==> config.mk <==
export PLATFORM = sky130hd
export DESIGN_NAME = conv2_stream_loader
export DESIGN_NICKNAME = d
export VERILOG_FILES = /design/src/rtl/conv2_stream_loader.sv
export SDC_FILE = /design/constraint.sdc
export NUM_CORES = 1
export LEC_CHECK = 0
export ABC_CLOCK_PERIOD_IN_PS = 4190
export CORE_UTILIZATION = 51
export CTS_CLUSTER_SIZE = 40
export DETAILED_ROUTE_END_ITERATION = 10
export PLACE_DENSITY = 0.85
export SYNTH_ARGS = -nofsm -noshare
export SYNTH_HDL_FRONTEND = slang
export SYNTH_SLANG_ARGS = --single-unit
==> constraint.sdc <==
create_clock -name clk -period 4.19 [get_ports clk]
set_input_delay 0.838 -clock clk [delete_from_list [all_inputs] [get_ports clk]]
set_output_delay 0.838 -clock clk [all_outputs]
set_load 0.05 [all_outputs]
==> run_1/closeup.png <==
Scale bar: 10 um. Window x 7 to 32, y 7 to 32 um. Cells in gray, sequential cells in the stronger gray; small squares are vias.
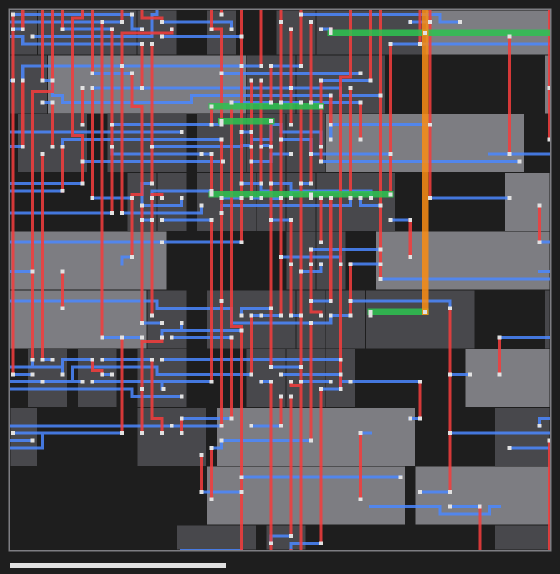
M1: in blue. M3: in green. M2: in red. M4: in orange.
45 logic cells have their middle in the window. Sequential cells in the window: 9. Most frequent: dfrtp_1 (9), nand2_1 (6).

==> run_1/gates.png <==
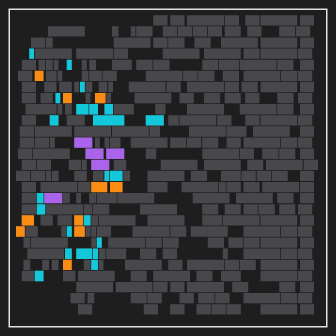
nor cells: in cyan, cells 22. and/or cells: in orange, cells 10. fa/ha/maj cells: in purple, cells 5, where west.
Comb/total area: 0.300
Cell Count, Final, Fillers Out: 387
Top cell excl fill/tap: clkdlybuf4s50_1

==> run_1/congestion_map.png <==
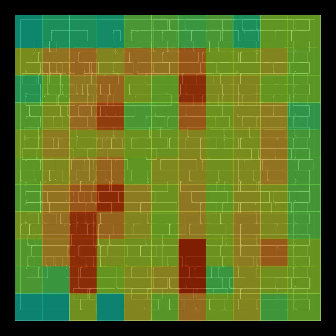
met2 usage: 0.349
GR Layer Usage met1: 0.305
Core Util, Final: 0.727
Avg WL per Cell: 15.3 um

==> job_summary.md, run 1 <==
## Implementation flow summary

| Metric | Value |
|---|---|
| Internal power | `1.09 mW` |
| Top Consumer | `sequential cells` |
| Final Hold Viols | `0` |
| IO Pins | `84` |
| Power Clock | `0.454 mW` |
| Iteration tally of the first detailed-router pass | `4` |
| Clk root buf | `clkbuf_8` |
| Top cells excl fill/tap | `clkdlybuf4s50_1, dfrtp_1, mux2_2` |
| Critical path launch point type | `input pin` |
| Fillers | `382` |
| Synth Instances | `219` |
| CTS clk-pin slew, worst paths | `70 ps` |
| Placed cells | `371` |
| Max-area cell share | `0.571` |
| Post-CTS Setup Inserts | `0` |
| Post-synth top cells | `dfrtp_1, mux2_2, nand2_1, o21ai_0, nor2_1` |
| Cts hold-fix bufs | `0` |
| Vias in the first global route | `2044` |
| Dpl ws | `851 ps` |
| Post-synth regs | `66` |
| Post-CTS sizing | `0` |
| Share of cells above drive strength 1 | `0.241` |
| Final Power | `1.64 mW` |
| Die width | `77.3 um` |
| Synthesis-to-layout area growth | `37.6%` |
| Post-synth seq share | `0.571` |
| WL met3 | `333 um` |
| Post-DRT Antenna Nets | `0` |
| Clk pwr share | `0.276` |
| Routed wl met2 | `2770 um` |
| Static Leak | `1.68 nW` |
| Post-Syn Area | `2890 um2` |
| Clk sinks | `66` |
| FP Core Util | `0.529` |
| Final WS setup | `842 ps` |
| Number of warnings in the stage logs | `29` |
| Async set-reset flop share out of synthesis | `1.00` |
| Clk_skew | `5.36 ps` |
| Antenna violations before repair | `0` |
| Design area | `3980 um2` |
| Max Fclk | `299 MHz` |
| Max Used Layer | `met4` |
| Worst Max-Slew Pin Slew | `906 ps` |
| Net switching fraction of the power | `0.340` |
| Yosys chip area | `2890 um2` |
| Switching power | `0.559 mW` |
| Site Rows | `27` |
| Rel. slew slack | `0.394` |
| Yosys Warn Count | `0` |
| Ant diodes | `0` |
| M1 wire length | `2760 um` |
| Area leader, netlist | `dfrtp_1` |
| Most used flip-flop cell | `dfrtp_1` |
| Status | `finished, final reports clean` |
| Setup tns final | `0 ps` |
| Unrepaired setup endpoints after global routing | `no` |
| Number of distinct library cells after synthesis | `42` |
| Die Ht | `77.3 um` |
| GRT Max-Usage Layer | `met2` |
| Final Max Tran Viols | `0` |
| Flip-flops with a built-in enable | `0` |
| WP data required | `3350 ps` |
| DP HPWL | `4200 um` |
| Global route total overflow | `0` |
| Layout Nets | `335` |
| Largest net degree at the start of global routing | `40` |
| Mean Syn Cell Area | `13.2 um2` |
| Syn Nets | `244` |
| Post-route DRC | `0` |
| Sequential power share | `0.455` |
| Max clock buf depth | `2` |
| Cell count in the Yosys report | `219` |
| Final setup vio count | `0` |
| Reg2Reg Setup Slack | `1760 ps` |
| Floorplan Core Area | `5470 um2` |
| WL final | `5940 um` |
| Pwr dens | `413 nW/um2` |
| Combinational fraction of design power | `0.269` |
| CP Max Fanout | `6` |
| Min-Delay Path Class | `reg2reg` |
| Hold path depth | `0` |
| Crit path DAT | `2510 ps` |
| Total combinational power | `0.442 mW` |
run 1: area by class of cell:
type / count / area (um2) / share of cell area
Sequential cell: 66 / 1650 / 0.415
Multi-Input combinational cell: 141 / 1200 / 0.300
Timing Repair Buffer: 85 / 846 / 0.212
Clock buffer: 11 / 141 / 0.0355
Tap cell: 72 / 90.1 / 0.0226
Clock inverter: 5 / 30.0 / 0.00754
Inverter: 7 / 26.3 / 0.00660
run 1: cell families after synthesis:
kind of cell               share of synthesized area
DFF                                            0.571
and+or+nand+nor                                0.105
muxes                                          0.194
AOI/OAI and AO/OA                             0.0770
buffers and inverters                         0.0160
xor gates and xnor gates                      0.0151
adders and majority gates                     0.0216
run 1: worst max-delay path: stages:
cell and delay [ps]:
clkdlybuf4s50_1 520, nor2b_1 290, clkdlybuf4s50_1 860
==> run_1/ff_map.png <==
Scale bar: 20 um. Other sequential cells in the stronger gray, the rest of the logic in the fainter gray.
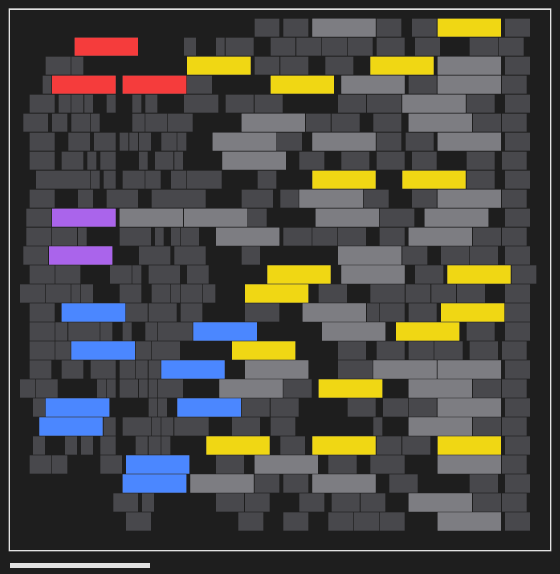

--- run 2 (diff from run 1) ---
==> config.mk (replaced) <==
export PLATFORM = sky130hd
export DESIGN_NAME = conv2_stream_loader
export DESIGN_NICKNAME = d
export VERILOG_FILES = /design/src/rtl/conv2_stream_loader.sv
export SDC_FILE = /design/constraint.sdc
export NUM_CORES = 1
export LEC_CHECK = 0
export ABC_CLOCK_PERIOD_IN_PS = 3050
export CORE_UTILIZATION = 43
export CTS_CLUSTER_SIZE = 40
export DETAILED_ROUTE_END_ITERATION = 10
export PLACE_DENSITY = 0.76
export SYNTH_ARGS = -nofsm -noshare
export SYNTH_HDL_FRONTEND = slang
export SYNTH_SLANG_ARGS = --single-unit
==> constraint.sdc (replaced) <==
create_clock -name clk -period 3.05 [get_ports clk]
set_input_delay 0.61 -clock clk [delete_from_list [all_inputs] [get_ports clk]]
set_output_delay 0.61 -clock clk [all_outputs]
set_load 0.05 [all_outputs]
==> run_2/ff_map.png <==
Scale bar: 20 um. Other sequential cells in the stronger gray, the rest of the logic in the fainter gray.
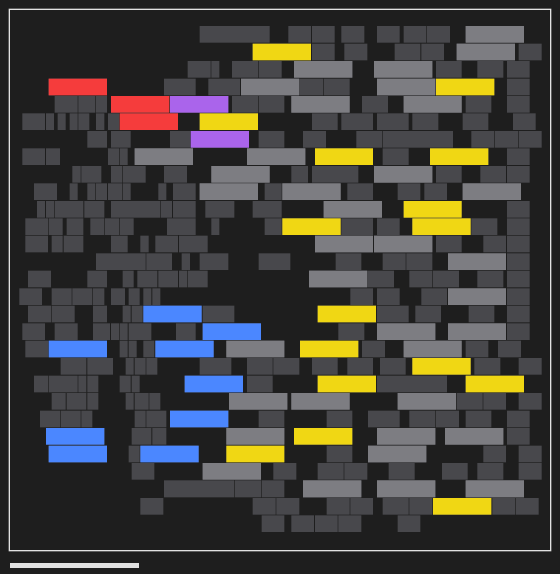
mem_sel: in purple, sequential cells 2. mem_addr: in blue, sequential cells 9. state_q: in red, sequential cells 3. partial_image_in: in yellow, sequential cells 16.
register area: 1650 um2
Core Util, Final: 0.639

==> run_2/gates.png <==
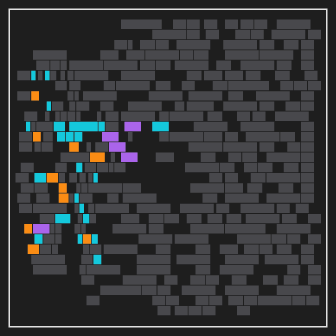
and/or cells: in orange, cells 10, where west. fa/ha/maj cells: in purple, cells 5. nor cells: in cyan, cells 22.
Cell Count, Final, Fillers Out: 392
Comb/total area: 0.292

==> run 2 against run 1 <==
  * The run now ends with design-rule violations left
  * Flip-flop count is the same
  * Design area grew 3.0%
  * Worst hold slack gained 2.2 ps
  * Count of clock-buffer cells in the layout shrank 1
  * Critical endpoint unchanged
  * Largest power group unchanged
==> job_summary.md, run 2 <==
## Implementation flow summary

| Metric | Value |
|---|---|
| Met2 usage | `0.285` |
| Power Sequential | `1.03 mW` |
| RePlAce Congestion | `0.873` |
| VDD IR max | `0.000357 V` |
| Yosys chip area | `2890 um2` |
| Number of vias per cell | `5.29` |
| Port Buffers | `83` |
| Clock Buffer Count | `10` |
| Max Used Layer | `met4` |
| Worst-path cell chain | `nor2_1 -> xnor2_1 -> nor2b_1 -> buf_4` |
| Non-clk invs | `7` |
| Fillers | `493` |
| Total combinational power | `0.612 mW` |
| Mean Syn Cell Area | `13.2 um2` |
| Layout Nets | `335` |
| M1 wire length | `2890 um` |
| Post-synth regs | `66` |
| Number of distinct library cells after synthesis | `42` |
| CTS tree | `built` |
| Most common cell in the netlist | `dfrtp_1` |
| GRT met3 Usage | `0.0524` |
| Post-Syn Area | `2890 um2` |
| FP Core Util | `0.451` |
| Net switching fraction of the power | `0.302` |
| Worst Max-Slew Pin Slew | `893 ps` |
| Largest net degree at the start of global routing | `40` |
| Max clock buf depth | `2` |
| Max-Cap Viols | `0` |
| Min-Delay Path Class | `reg2reg` |
| Largest delay contributor family on the critical path | `flip-flops` |
| Synth Instances | `219` |
| Power Clock | `0.979 mW` |
| GRT Max-Usage Layer | `met2` |
| First-pass GRT wire length | `10200 um` |
| Non-clk bufs | `85` |
| Clock Latency Late Sink | `330 ps` |
| IO Pins | `84` |
| H-tree Lvls | `3` |
| Combinational fraction of design power | `0.233` |
| Tapcell count | `77` |
| Cell count in the Yosys report | `219` |
| Iteration tally of the first detailed-router pass | `7` |
| Cts hold-fix bufs | `0` |
| Post-synth seq share | `0.571` |
| Site Rows | `29` |
| Top cell excl fill/tap | `clkdlybuf4s50_1` |
| WP data required | `2440 ps` |
| Clk root buf | `clkbuf_8` |
| Hold path depth | `0` |
| Post-CTS sizing | `0` |
| Final Power | `2.62 mW` |
| Leading cell kind | `flip-flops and latches` |
| CP Depth | `4` |
| Die Ht | `84.0 um` |
| Setup tns final | `0 ps` |
| Final Max Tran Viols | `0` |
| Routed wl met2 | `2820 um` |
| Number of warnings in the stage logs | `29` |
| Rel. slew slack | `0.403` |
| Final Cycle Share | `0.859` |
| Crit path kind | `reg2out` |
| Share of cells above drive strength 1 | `0.248` |
| Slowest-stage cell, CP | `dfrtp_1` |
| Static Leak | `1.74 nW` |
| Buf/Inv on CP | `1` |
| Pwr dens | `639 nW/um2` |
| CTS Buf Count | `9` |
| GRT Overall Usage | `0.186` |
| Failing checks | `design-rule violations` |
| GR Layer Usage met1 | `0.256` |
| Sequential power share | `0.393` |
| Syn Nets | `244` |
| WL final | `6140 um` |
| Non-clock buffer share | `0.209` |
| Tmin final | `2620 ps` |
| Critical path capture point type | `output port` |
| Die width | `84.0 um` |
| Top Consumer | `sequential cells` |
| Clk sinks | `66` |
| Crit path DAT | `2010 ps` |
| Die Area | `7060 um2` |
| Status | `complete, but fails checks` |
| Most used flip-flop cell | `dfrtp_1` |
| Top cells, area | `dfrtp_1, mux2_2, ha_1` |
| Final Hold Viols | `0` |
| Flop share of the area | `0.403` |
| Post-CTS Setup Inserts | `0` |
| Antenna violations before repair | `0` |
| Vias in the first global route | `2061` |
| CTS clk-pin slew, worst paths | `70 ps` |
| Area leader, netlist | `dfrtp_1` |
| Yosys Warn Count | `0` |
| Multi-input gates | `141` |
| Internal power | `1.83 mW` |
| Switching power | `0.791 mW` |
| Clk pwr share | `0.374` |
| R2r worst-path depth | `7` |
| Post-DRT Antenna Nets | `0` |
| Critical path launch point type | `register` |
| Max Fclk | `382 MHz` |
| Global route total overflow | `0` |
| WL met3 | `398 um` |
| Clk_skew | `9.19 ps` |
| Flip-flops | `66` |
| Logic area | `1200 um2` |
| Async set-reset flop share out of synthesis | `1.00` |
| Final setup vio count | `0` |
| Floorplan Core Area | `6420 um2` |
| Slowest stage delay, CP | `580 ps` |
| Clock network share of area | `0.0671` |
| Routed vias | `2075` |
| CP Max Fanout | `13` |
| Post-route DRC | `17` |
| Ant diodes | `0` |
| Top cells excl fill/tap | `clkdlybuf4s50_1, dfrtp_1, mux2_2` |
| Max-area cell share | `0.571` |
| Reg2Reg Setup Slack | `640 ps` |
| Initial DRC Count | `77` |
| Synthesis-to-layout area growth | `41.7%` |
| Flip-flops with a built-in enable | `0` |
| DP HPWL | `4170 um` |
| Post-synth top cells | `dfrtp_1, mux2_2, nand2_1, o21ai_0, nor2_1` |
| Unrepaired setup endpoints after global routing | `no` |
| Avg WL per Cell | `15.7 um` |
==> run 2: through the flow <==
stage / instance area, um2 / cells / utilization / hold slack [ps] / setup slack, ps
detailed placement: 3830 / 376 / 0.596 / 450 / 625
global placement: 3830 / 376 / 0.596 / 438 / 698
global route: 4100 / 392 / 0.639 / 485 / 342
finish: 4100 / 392 / 0.639 / 463 / 429
CTS: 4100 / 392 / 0.639 / 457 / 458
floorplan: 2890 / 219 / - / 405 / 471
==> run 2: kinds of logic after synthesis <==
group / synth area share
buffers and inverters: 0.0160
flip-flops: 0.571
XOR/XNOR: 0.0151
AND/OR/NAND/NOR: 0.105
adder cells (fa/ha/maj): 0.0216
multiplexers: 0.194
AND-OR/OR-AND: 0.0770
No activity file was given, so power comes from the tool's default toggle rates.
